### config.mk
export PLATFORM = sky130hd
export DESIGN_NAME = load_store_unit_flat
export DESIGN_NICKNAME = d
export VERILOG_FILES = /design/src/rtl/riscv_pkg.sv /design/src/rtl/load_store_unit_if.sv /design/src/rtl/lsu_align.sv /design/src/rtl/load_store_unit.sv /design/src/flat_wrapper.sv
export SDC_FILE = /design/constraint.sdc
export NUM_CORES = 1
export LEC_CHECK = 0
export CAP_MARGIN = 15
export CORE_MARGIN = 2
export CORE_UTILIZATION = 49
export DETAILED_ROUTE_END_ITERATION = 10
export PLACE_DENSITY = 0.84
export SYNTH_ARGS = -nofsm -noshare
export SYNTH_HDL_FRONTEND = slang
export SYNTH_SLANG_ARGS = --single-unit
### constraint.sdc
create_clock -name clock -period 3.55 [get_ports clock]
set_clock_uncertainty 0.15 [all_clocks]
set_input_delay 0.355 -clock clock [delete_from_list [all_inputs] [get_ports clock]]
set_output_delay 0.355 -clock clock [all_outputs]
set_load 0.02 [all_outputs]
### src/rtl/riscv_pkg.sv
// Shared load/store definitions: funct3 access encodings, LSU FSM states and the default
// memory timeout.
package riscv_pkg;

   localparam logic [2:0] F3Byte  = 3'b000;
   localparam logic [2:0] F3Half  = 3'b001;
   localparam logic [2:0] F3Word  = 3'b010;
   localparam logic [2:0] F3ByteU = 3'b100;
   localparam logic [2:0] F3HalfU = 3'b101;

   localparam int unsigned LsuTimeoutDefault = 64;

   typedef enum logic [1:0] {
      IDLE,
      REQ,
      DONE
   } lsu_state_t;

   function automatic logic f3_legal(input logic [2:0] f3);
      return f3 inside {F3Byte, F3Half, F3Word, F3ByteU, F3HalfU};
   endfunction

endpackage

### src/rtl/load_store_unit_if.sv
// Data-memory request/acknowledge bus between the load/store unit (master) and memory (slave).
interface load_store_unit_if;

   logic        req;
   logic        we;
   logic [31:0] addr;
   logic [31:0] wdata;
   logic [3:0]  be;
   logic        ack;
   logic [31:0] rdata;

   modport master (output req, we, addr, wdata, be, input ack, rdata);
   modport slave  (input req, we, addr, wdata, be, output ack, rdata);

endinterface

### src/rtl/lsu_align.sv
// Combinational lane steering: store byte enables and replicated write data, plus load lane
// selection with sign or zero extension.
module lsu_align
   import riscv_pkg::*;
(
   input  logic [2:0]  funct3_i,
   input  logic [1:0]  offset_i,
   input  logic [31:0] store_data_i,
   input  logic [31:0] load_word_i,
   output logic [3:0]  be_o,
   output logic [31:0] wdata_o,
   output logic [31:0] load_data_o
);

   logic [7:0]  byte_sel;
   logic [15:0] half_sel;
   logic        is_unsigned;

   assign is_unsigned = funct3_i[2];
   assign half_sel    = offset_i[1] ? load_word_i[31:16] : load_word_i[15:0];

   always_comb begin
      byte_sel = load_word_i[7:0];
      case (offset_i)
         2'd1:    byte_sel = load_word_i[15:8];
         2'd2:    byte_sel = load_word_i[23:16];
         2'd3:    byte_sel = load_word_i[31:24];
         default: byte_sel = load_word_i[7:0];
      endcase
   end

   always_comb begin
      be_o        = 4'b1111;
      wdata_o     = store_data_i;
      load_data_o = load_word_i;
      case (funct3_i[1:0])
         2'b00: begin
            be_o        = 4'b0001 << offset_i;
            wdata_o     = {4{store_data_i[7:0]}};
            load_data_o = {{24{byte_sel[7] & ~is_unsigned}}, byte_sel};
         end
         2'b01: begin
            be_o        = offset_i[1] ? 4'b1100 : 4'b0011;
            wdata_o     = {2{store_data_i[15:0]}};
            load_data_o = {{16{half_sel[15] & ~is_unsigned}}, half_sel};
         end
         default: ;
      endcase
   end

endmodule

### src/rtl/load_store_unit.sv
// Load/store unit: captures the access, runs a req/ack memory transaction with timeout and
// stalls the core until done. Define LSU_MISALIGN_TRAP_EN to reject misaligned H/HU/W accesses.
module load_store_unit
   import riscv_pkg::*;
#(
   parameter int unsigned TIMEOUT_CYCLES = LsuTimeoutDefault
) (
   input  logic                      clock,
   input  logic                      reset,
   input  logic                      MemRead,
   input  logic                      MemWrite,
   input  logic [2:0]                funct3,
   input  logic [31:0]               ALU_result,
   input  logic [31:0]               Read_data2,
   output logic [31:0]               Read_data,
   output logic                      stall,
   output logic                      lsu_error,
   load_store_unit_if.master         mem
);

   localparam int unsigned     CntW    = $clog2(TIMEOUT_CYCLES + 1);
   localparam logic [CntW-1:0] CntLast = CntW'(TIMEOUT_CYCLES - 1);

   lsu_state_t      state_q, state_d;
   logic [CntW-1:0] cnt_q, cnt_d;
   logic [31:0]     addr_q, addr_d;
   logic [2:0]      f3_q, f3_d;
   logic [31:0]     sdata_q, sdata_d;
   logic            we_q, we_d;
   logic [31:0]     rd_q, rd_d;
   logic            err_q, err_d;

   logic            access;
   logic            legal;
   logic [31:0]     addr_aligned;
   logic [3:0]      align_be;
   logic [31:0]     align_wdata;
   logic [31:0]     align_load;

   assign access = MemRead | MemWrite;

   always_comb begin
      case (funct3[1:0])
         2'b01:   addr_aligned = {ALU_result[31:1], 1'b0};
         2'b10:   addr_aligned = {ALU_result[31:2], 2'b00};
         default: addr_aligned = ALU_result;
      endcase
   end

`ifdef LSU_MISALIGN_TRAP_EN
   logic misaligned;
   assign misaligned = ((funct3[1:0] == 2'b01) & ALU_result[0]) |
                       ((funct3[1:0] == 2'b10) & (|ALU_result[1:0]));
   assign legal = f3_legal(funct3) & ~misaligned;
`else
   assign legal = f3_legal(funct3);
`endif

   lsu_align u_align (
      .funct3_i     (f3_q),
      .offset_i     (addr_q[1:0]),
      .store_data_i (sdata_q),
      .load_word_i  (mem.rdata),
      .be_o         (align_be),
      .wdata_o      (align_wdata),
      .load_data_o  (align_load)
   );

   always_comb begin
      state_d = state_q;
      cnt_d   = cnt_q;
      addr_d  = addr_q;
      f3_d    = f3_q;
      sdata_d = sdata_q;
      we_d    = we_q;
      rd_d    = rd_q;
      err_d   = 1'b0;
      case (state_q)
         IDLE: begin
            if (access) begin
               addr_d  = addr_aligned;
               f3_d    = funct3;
               sdata_d = Read_data2;
               we_d    = MemWrite;
               if (legal) begin
                  state_d = REQ;
                  cnt_d   = '0;
               end else begin
                  state_d = DONE;
                  err_d   = 1'b1;
               end
            end
         end
         REQ: begin
            // An ack in the final allowed cycle takes priority over the abort.
            if (mem.ack) begin
               if (!we_q) rd_d = align_load;
               state_d = DONE;
            end else if (cnt_q == CntLast) begin
               rd_d    = '0;
               err_d   = 1'b1;
               state_d = DONE;
            end else begin
               cnt_d = cnt_q + 1'b1;
            end
         end
         DONE:    state_d = IDLE;
         default: state_d = IDLE;
      endcase
   end

   always_ff @(posedge clock or negedge reset) begin
      if (!reset) begin
         state_q <= IDLE;
         cnt_q   <= '0;
         addr_q  <= '0;
         f3_q    <= '0;
         sdata_q <= '0;
         we_q    <= 1'b0;
         rd_q    <= '0;
         err_q   <= 1'b0;
      end else begin
         state_q <= state_d;
         cnt_q   <= cnt_d;
         addr_q  <= addr_d;
         f3_q    <= f3_d;
         sdata_q <= sdata_d;
         we_q    <= we_d;
         rd_q    <= rd_d;
         err_q   <= err_d;
      end
   end

   // Reset gating keeps stall low while reset is held even if MemRead/MemWrite are high.
   assign stall     = reset & (((state_q == IDLE) & access) | (state_q == REQ));
   assign Read_data = rd_q;
   assign lsu_error = err_q;
   assign mem.req   = (state_q == REQ);
   assign mem.we    = we_q;
   assign mem.addr  = {addr_q[31:2], 2'b00};
   assign mem.wdata = align_wdata;
   assign mem.be    = we_q ? align_be : 4'b0000;

endmodule

### src/flat_wrapper.sv
// flat-port wrapper written by rule: the top's interface ports become plain ports
module load_store_unit_flat import riscv_pkg::*;
#(
   parameter int unsigned TIMEOUT_CYCLES = LsuTimeoutDefault
)
  (clock, reset, MemRead, MemWrite, funct3, ALU_result, Read_data2, Read_data, stall, lsu_error, mem_req, mem_we, mem_addr, mem_wdata, mem_be, mem_ack, mem_rdata);
  load_store_unit_if mem_i ();
  input  logic clock;
  input  logic reset;
  input  logic MemRead;
  input  logic MemWrite;
  input  logic [2:0] funct3;
  input  logic [31:0] ALU_result;
  input  logic [31:0] Read_data2;
  output logic [31:0] Read_data;
  output logic stall;
  output logic lsu_error;
  output wire logic [$bits(mem_i.req)-1:0] mem_req;
  output wire logic [$bits(mem_i.we)-1:0] mem_we;
  output wire logic [$bits(mem_i.addr)-1:0] mem_addr;
  output wire logic [$bits(mem_i.wdata)-1:0] mem_wdata;
  output wire logic [$bits(mem_i.be)-1:0] mem_be;
  input wire logic [$bits(mem_i.ack)-1:0] mem_ack;
  input wire logic [$bits(mem_i.rdata)-1:0] mem_rdata;
  assign mem_req = mem_i.req;
  assign mem_we = mem_i.we;
  assign mem_addr = mem_i.addr;
  assign mem_wdata = mem_i.wdata;
  assign mem_be = mem_i.be;
  assign mem_i.ack = mem_ack;
  assign mem_i.rdata = mem_rdata;
  load_store_unit #(.TIMEOUT_CYCLES(TIMEOUT_CYCLES)) u_core (.clock(clock), .reset(reset), .MemRead(MemRead), .MemWrite(MemWrite), .funct3(funct3), .ALU_result(ALU_result), .Read_data2(Read_data2), .Read_data(Read_data), .stall(stall), .lsu_error(lsu_error), .mem(mem_i));
endmodule
==> flow_metrics.env, run 1 <==
# yosys + openroad results
export IMPL_run_status="finished, final reports clean"
export IMPL_setup_tns_final_ns=0
export IMPL_core_region_area_mm2=0.0114
export IMPL_hold_start="u_core.addr_q[15]"
export IMPL_mappedNetlistArea_mm2=0.00569
export IMPL_post_synth_num_cell_types=51
export IMPL_clk_network_pwr_share_pct=13.6
export IMPL_worstPathRequired_ns=3.04
export IMPL_stage_log_warnings=28
export IMPL_grt_overflow=0
export IMPL_core_util_floorplan_pct=50.0
export IMPL_combGateArea_mm2=0.00243
export IMPL_crit_path_start_kind="flip-flop"
export IMPL_synth_edff_count=0
export IMPL_leakage_nw=3.59
export IMPL_relSlewSlack_pct=44.3
export IMPL_clk_insertion_delay_late_ns=0.35
export IMPL_timing_rr_end="u_core.Read_data[28]"
export IMPL_cts_root_to_sink_buffers=2
export IMPL_die_height_um=112
export IMPL_p_per_area_mw_per_mm2=938
export IMPL_cts_htree_levels=3
export IMPL_ir_drop_mv=0.578
export IMPL_cts_root_buf="clkbuf_16"
export IMPL_synth_top_cells_by_area="dfrtp_1 (48%), nand2_1 (15%), buf_4 (5.4%)"
export IMPL_grt_usage_pct=25.8
export IMPL_synth_yosys_seq_area_share_pct=48.4
export IMPL_final_fill_count=890
export IMPL_yosys_warnings=0
export IMPL_maxCapViolCount=0
export IMPL_worst_r2r_startpoint="u_core.mem.we"
export IMPL_grt_start_max_net_pins=69
export IMPL_cts_made_buffers=9
export IMPL_grt_antenna_before_repair=0
export IMPL_cell_count_listed_in_synth_stat_txt=626
export IMPL_postCtsSetupBuffers=0
export IMPL_final_min_clock_period_ns=2.72
export IMPL_area_delta_synth_final_pct=37.0
export IMPL_io_pins=208
export IMPL_postSynthAreaPerCell_um2=9.09
export IMPL_seq_power_share_pct=30.1
export IMPL_timing_critical_path_arrival_ns=2.22
export IMPL_lay_top_cells="nand2_1 (227), clkdlybuf4s50_1 (204), dfrtp_1 (110)"
export IMPL_setup_viol=0
export IMPL_detail_route_wl_per_cell_um=17.3
export IMPL_p_switching_mw=3.11
export IMPL_avgViaCountPerCell=5.42
export IMPL_place_detailed_hpwl_um=11300
export IMPL_vias_in_the_first_global_route=5165
export IMPL_chipWidth_um=112
export IMPL_grt_pass1_wl_um=26200
export IMPL_syn_inst=626
export IMPL_final_layout_size_suffix_gt1_share_pct=7.72
export IMPL_yosys_stat_chipArea_mm2=0.00569
export IMPL_most_frequent_logic_cell_in_the_layout="nand2_1"
export IMPL_grt_setup_unrepaired="no"
export IMPL_slew_at_the_pin_with_the_worst_max_slew_slack_ns=0.836
export IMPL_routabilityCongestion=0.981
export IMPL_final_min_period_over_clock_period_pct=76.7
export IMPL_dominantRegCellSynth="dfrtp_1"
export IMPL_hold_path_class="reg -> reg"
export IMPL_cts_clk_slew_worst_paths_ns=0.08
export IMPL_async_reset_ff_share_pct=100
export IMPL_fp_dieArea_mm2=0.0125
export IMPL_synthDominantCellAreaShare_pct=48.4
export IMPL_fmaxAchievable_mhz=367
export IMPL_critPathMaxFanout=23
export IMPL_reg2reg_depth=3
export IMPL_ff2ff_setup_slack_ns=1.05
export IMPL_drt_iter0_markers=419
export IMPL_final_max_slew_viol_count=0
export IMPL_internal_power_contribution_mw=4.20
export IMPL_numPortBuffers=205
export IMPL_seqCellArea_mm2=0.00275
export IMPL_wirelength_um=15900
export IMPL_p_comb_share_pct=56.4
export IMPL_post_cts_resized=0
export IMPL_final_net_count=882
export IMPL_fraction_of_power_spent_switching_nets_pct=42.5
export IMPL_yosys_area_top_type="dfrtp_1"
export IMPL_min_to="u_core.addr_q[15]"
export IMPL_diodes=0
export IMPL_number_of_sinks_on_the_clock_net=110
export IMPL_finalHoldViolations=0
export IMPL_tritoncts="built"
export IMPL_hold_slack_ns=0.325
export IMPL_critPathCaptureType="output pin"
export IMPL_via_count=4989
export IMPL_worstHoldPathCells=2
export IMPL_criticalPathCategory="reg -> out"
export IMPL_ys_ff=110
export IMPL_drc_errors=0
export IMPL_postRouteAntennaNets=0
export IMPL_detailedRoute_firstPassIterationCount=5
export IMPL_placementRows=39
run 1: state kept, by name (all words and copies together) (netlist names):
signal,cells
u_core.cnt_q,7
u_core.f3_q,3
u_core.addr_q,32
u_core.mem.we,1
u_core.lsu_error,1
u_core.sdata_q,32
u_core.Read_data,32
u_core.state_q,2
run 1: power by group through the flow:
stage / clock network, mW / registers, mW / logic [mW]
floorplan: 0 / 2.29 / 2.50
global placement: 0 / 2.18 / 4.03
global route: 1.05 / 2.27 / 4.44
finish: 0.991 / 2.20 / 4.12
detailed placement: 0 / 2.22 / 4.11
CTS: 1.00 / 2.20 / 4.15
run 1: worst max-delay path: stages (launching register included):
cell and delay [ns]:
dfrtp_1 0.38, nand2b_1 0.51, a21boi_0 0.32, clkdlybuf4s50_1 0.65
run 1: worst max path at each step:
stage | start | to | slack (ns) | depth (start not counted)
floorplan | u_core.f3_q[0] | mem_be[3] | 1.42 | 4
global placement | mem_ack | u_core.Read_data[16] | 0.78 | 4
detailed placement | mem_ack | u_core.Read_data[29] | 0.74 | 4
CTS | u_core.f3_q[0] | mem_wdata[10] | 0.80 | 3
global route | u_core.state_q[1] | stall | 0.64 | 3
finish | u_core.state_q[1] | stall | 0.83 | 3
run 1: cells by family after synthesis:
family | after synthesis | synth area share [%]
fa+ha+maj | 4 | 0.880
mux | 43 | 8.42
flops | 110 | 48.4
buf+inv | 88 | 9.10
simple gates | 281 | 21.5
compound gates | 99 | 11.7
other cells | 1 | 0.0659
run 1: layout make-up:
class                   count  area share (%)
clock inverters             4           0.642
multi-input cells         429            31.1
inverters                  10           0.482
flip-flops and latches    110            35.3
clock buffers              10            2.94
well taps                 143            2.30
repair buffers            214            27.2
run 1: per-layer routing:
layer	track usage (%)	share of wire, %	up-vias
met4	8.48	2.1	0
met2	43.6	50	246
met1	32.4	41	2362
met5	0	0	-
met3	7.02	7.8	27
li1	-	-	2354
run 1: repair_timing:
action / CTS / global route
setup endpoints to repair: 0 / 0
hold endpoints to repair: 44 / 0
hold buffers: 1 / 0
run 1: cell usage after synthesis (3+ instances only):
cell	number
mux2_2	16
o21ai_0	39
a221oi_1	13
a21oi_1	6
buf_2	6
nand2b_1	6
buf_1	3
nand3_1	8
nand3_2	11
a21boi_0	3
mux2_1	5
o2bb2ai_1	8
nor2b_1	5
nand2_1	228
mux2i_1	19
clkbuf_1	25
dfrtp_1	110
nor2_1	8
inv_1	8
o22ai_1	8
a22o_1	7
ha_1	4
buf_4	41
o21ai_1	4
run 1: per-stage QoR:
step           cell area (um2)  power [mW]  cells  setup slack [ns]  utilization (%)
2_1_floorplan             5690        4.79    627              1.42                -
3_3_place_gp              7510        6.21    905             0.782             66.0
3_5_place_dp              7510        6.33    905             0.737             66.0
4_1_cts                   7790        7.35    920             0.795             68.6
5_1_grt                   7790        7.76    920             0.639             68.6
6_report                  7790        7.31    920             0.827             68.6
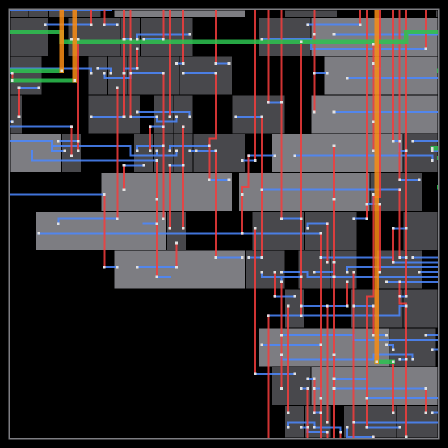
Figure 1: run 1, layout detail.
Region (41, 63) to (71, 93) um. Cells in grey, sequential cells in the stronger grey; small squares are vias.
M3 -> green
M1 -> blue
M2 -> red
M4 -> orange
sequential cells in the window = 10
cells with their middle in the window = 48
most frequent = clkdlybuf4s50_1 (15), nand2_1 (11), dfrtp_1 (10)
netlist names of flops here include = u_core.Read_data (7), u_core.addr_q (3)

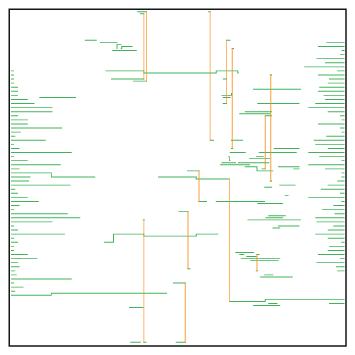
Figure 2: run 1, signal wires by layer.
Scale: 3 px per um. Two of the layers only.
M3 -> green  # wire length 1240 um
M4 -> orange  # wire length 331 um

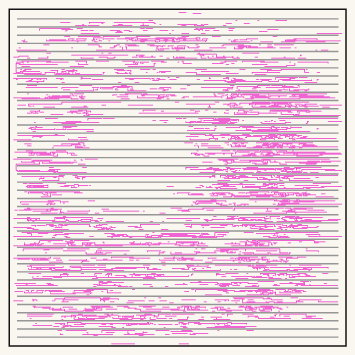
Figure 3: run 1, signal wires on met1.
Scale: 3 px per um. Supply wires on this layer in grey.
wire length on this layer = 6460 um
nets with wire on the layer = 764
share of all routed wire = 41%

--- run 2 (diff from run 1) ---
CORE_UTILIZATION = 45   (was 49)
PLACE_DENSITY = 0.78   (was 0.84)
clock period = 2.65 ns   (was 3.55 ns; I/O delays follow)
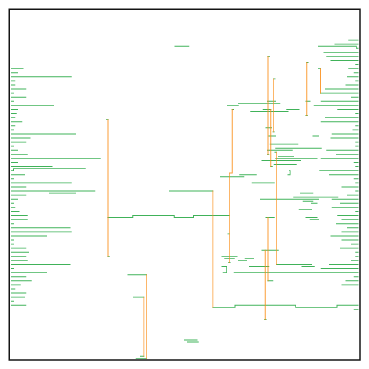
Figure 4: run 2, signal wires by layer.
Scale: 3 px per um. Two of the layers only.
M3 -> green  # wire length 1180 um
M4 -> orange  # wire length 361 um
global-route usage over all layers: 23.1%
total wire length: 15800 um
per-cell routed wire length: 16.5 um
Via Count: 4978

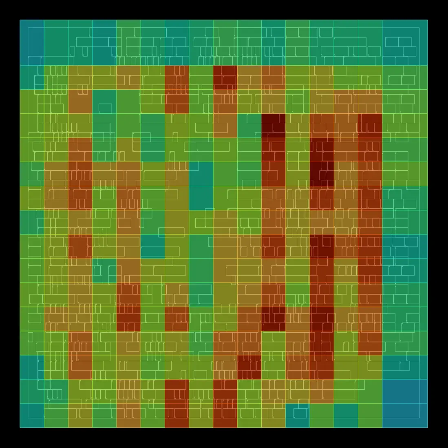
Figure 5: run 2, congestion heat map.
busiest metal layer after global routing: met2
met3 track demand over resource: 4.67%
met1 track demand over resource in global routing: 29.0%

==> run 2 against run 1 <==
Wire length down 0.64%; non-clock buffer count grew 10; combinational power up 36%; via count decreased by 0.22%; count of clock-buffer cells in the layout rose by 3; sequential power increased by 34%; sequential share of layout area shrank 0.73 points; cell area grew 2.1%; largest cell class unchanged; hold slack worse by 0.10 ns; core utilization fell by 4.7 points; area after synthesis did not move.
==> flow_metrics.env, run 2 <==
# yosys + openroad results
export IMPL_run_status="finished, final reports clean"
export IMPL_grt_start_max_net_pins=55
export IMPL_routedLengthMet1_um=6600
export IMPL_relSlewSlack_pct=53.4
export IMPL_detailedRoute_firstPassIterationCount=5
export IMPL_top_layer_used="met4"
export IMPL_lay_top_cells="nand2_1 (226), clkdlybuf4s50_1 (204), dfrtp_1 (110)"
export IMPL_cts_made_buffers=9
export IMPL_die_height_um=116
export IMPL_fraction_of_power_spent_switching_nets_pct=41.5
export IMPL_diodes=0
export IMPL_vias_in_the_first_global_route=4974
export IMPL_postRouteAntennaNets=0
export IMPL_slew_at_the_pin_with_the_worst_max_slew_slack_ns=0.700
export IMPL_postCtsSetupBuffers=0
export IMPL_most_frequent_logic_cell_in_the_layout="nand2_1"
export IMPL_core_region_area_mm2=0.0125
export IMPL_cts_root_to_sink_buffers=2
export IMPL_hold_slack_ns=0.223
export IMPL_p_comb_share_pct=56.0
export IMPL_leakage_nw=3.66
export IMPL_grt_antenna_before_repair=0
export IMPL_ir_drop_mv=0.785
export IMPL_drc_errors=0
export IMPL_clk_insertion_delay_late_ns=0.34
export IMPL_placementRows=41
export IMPL_internal_power_contribution_mw=5.85
export IMPL_drt_iter0_markers=341
export IMPL_dominantRegCellSynth="dfrtp_1"
export IMPL_crit_slowest_cell="clkdlybuf4s50_1"
export IMPL_avgViaCountPerCell=5.18
export IMPL_yosys_warnings=0
export IMPL_routabilityCongestion=0.914
export IMPL_syn_inst=626
export IMPL_timing_critical_path_cells="buf_4 -> inv_1 -> nand2_2 -> a21oi_1 -> nor2b_1 -> clkdlybuf4s50_1"
export IMPL_synth_edff_count=0
export IMPL_p_per_area_mw_per_mm2=1260
export IMPL_finalHoldViolations=0
export IMPL_ys_ff=110
export IMPL_fin_ws_ns=0.183
export IMPL_synth_top_cells_by_area="dfrtp_1 (48%), nand2_1 (15%), buf_4 (5.4%)"
export IMPL_maxCapViolCount=0
export IMPL_final_fill_count=1056
export IMPL_stage_log_warnings=28
export IMPL_routed_wl_met2_um=7670
export IMPL_synth_most_common_cell="nand2_1"
export IMPL_mappedNetlistArea_mm2=0.00569
export IMPL_final_min_period_over_clock_period_pct=93.1
export IMPL_final_layout_size_suffix_gt1_share_pct=9.00
export IMPL_met3_wirelength_um=1180
export IMPL_worstPathRequired_ns=2.24
export IMPL_critPathCaptureType="output pin"
export IMPL_setup_tns_final_ns=0
export IMPL_cts_htree_levels=3
export IMPL_numPortBuffers=205
export IMPL_seq_power_share_pct=29.5
export IMPL_grt_setup_unrepaired="no"
export IMPL_grt_overflow=0
export IMPL_final_net_count=892
export IMPL_grt_pass1_wl_um=24400
export IMPL_async_reset_ff_share_pct=100
export IMPL_io_pins=208
export IMPL_p_switching_mw=4.14
export IMPL_number_of_sinks_on_the_clock_net=110
export IMPL_placement_setup_worst_slack_ns=0.367
export IMPL_setup_viol=0
export IMPL_yosys_stat_chipArea_mm2=0.00569
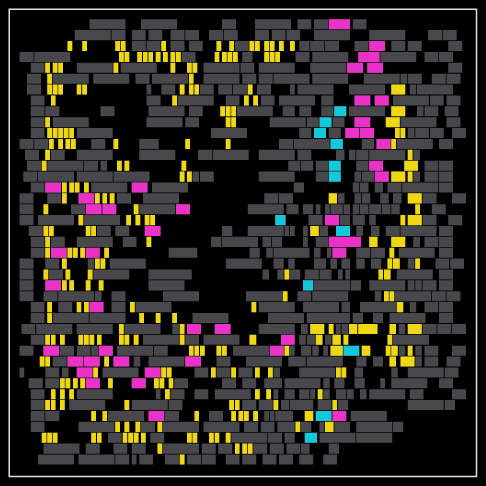
Figure 6: run 2, selected gate families.
Scale: 4 px per um.
non-inverting ao/oa cells -> cyan  # cells 12, most used a22o_1
mux cells -> magenta  # cells 43, most used mux2i_1, where spread over the die
nand cells -> yellow  # cells 255, most used nand2_1, where spread over the die

==> run 2: cell counts after synthesis <==
Identical to the previous run, type by type.
==> run 2: cell type report <==
cell class                      instances  area (um2)  share of cell area, %
Clock buffer                           13         250                   3.14
Inverter                               10        37.5                  0.472
Tap cell                              172         215                   2.70
Clock inverter                          3        67.6                  0.849
Multi-Input combinational cell        429        2430                   30.5
Timing Repair Buffer                  224        2210                   27.7
Sequential cell                       110        2750                   34.6
==> run 2: metrics by stage <==
step	instances	utilization, %
2_1_floorplan	627	-
3_3_place_gp	944	61.2
3_5_place_dp	944	61.2
4_1_cts	961	63.8
5_1_grt	961	63.9
6_report	961	63.9
==> run 2: logic make-up after synthesis <==
group	share of synthesized area [%]
AND-OR/OR-AND	11.7
adder cells (fa/ha/maj)	0.880
buffers and inverters	9.10
flip-flops	48.4
multiplexers	8.42
other	0.0659
AND/OR/NAND/NOR	21.5
==> run 2: repair_timing <==
action / CTS / global route
setup endpoints to repair: 0 / 2
gates resized: 0 / 1
hold buffers: 1 / 0
hold endpoints to repair: 25 / 0
==> run 2: power by group through the flow <==
stage               clock, mW  combinational [mW]  sequential [mW]
global route             1.54                6.04             3.04
global placement            0                5.53             2.94
CTS                      1.47                5.65             2.95
floorplan                   0                3.35             3.07
detailed placement          0                5.62             2.97
finish                   1.44                5.60             2.95
==> run 2: worst paths after layout <==
kind | start | to | slack, ns | depth (start not counted)
worst max-delay path | u_core.f3_q[0] | mem_be[0] | 0.18 | 6
worst min-delay path | reset | u_core.Read_data[19] | 0.22 | 2
worst max register to register | u_core.addr_q[1] | u_core.Read_data[28] | 0.55 | 5
worst min register to register | u_core.sdata_q[22] | u_core.sdata_q[22] | 0.32 | 2
max in group asynchronous | reset | u_core.sdata_q[6] | 1.18 | 3
min in group clock | ALU_result[31] | u_core.addr_q[31] | 0.29 | 3
==> run 2: critical path: cells and delay by family, from the launching register on <==
family | cells | cell delay [ns]
simple gates | 2 | 0.28
buf+inv | 3 | 0.93
flops | 1 | 0.39
compound gates | 1 | 0.11
==> run 2: per-layer routing <==
metal	up-vias	global-route usage, %
met2	234	39.1
met4	0	9.21
li1	2369	-
met1	2346	29.0
met5	-	0
met3	29	4.67
Power figures rest on the tool's default switching activity, not on a simulated workload.
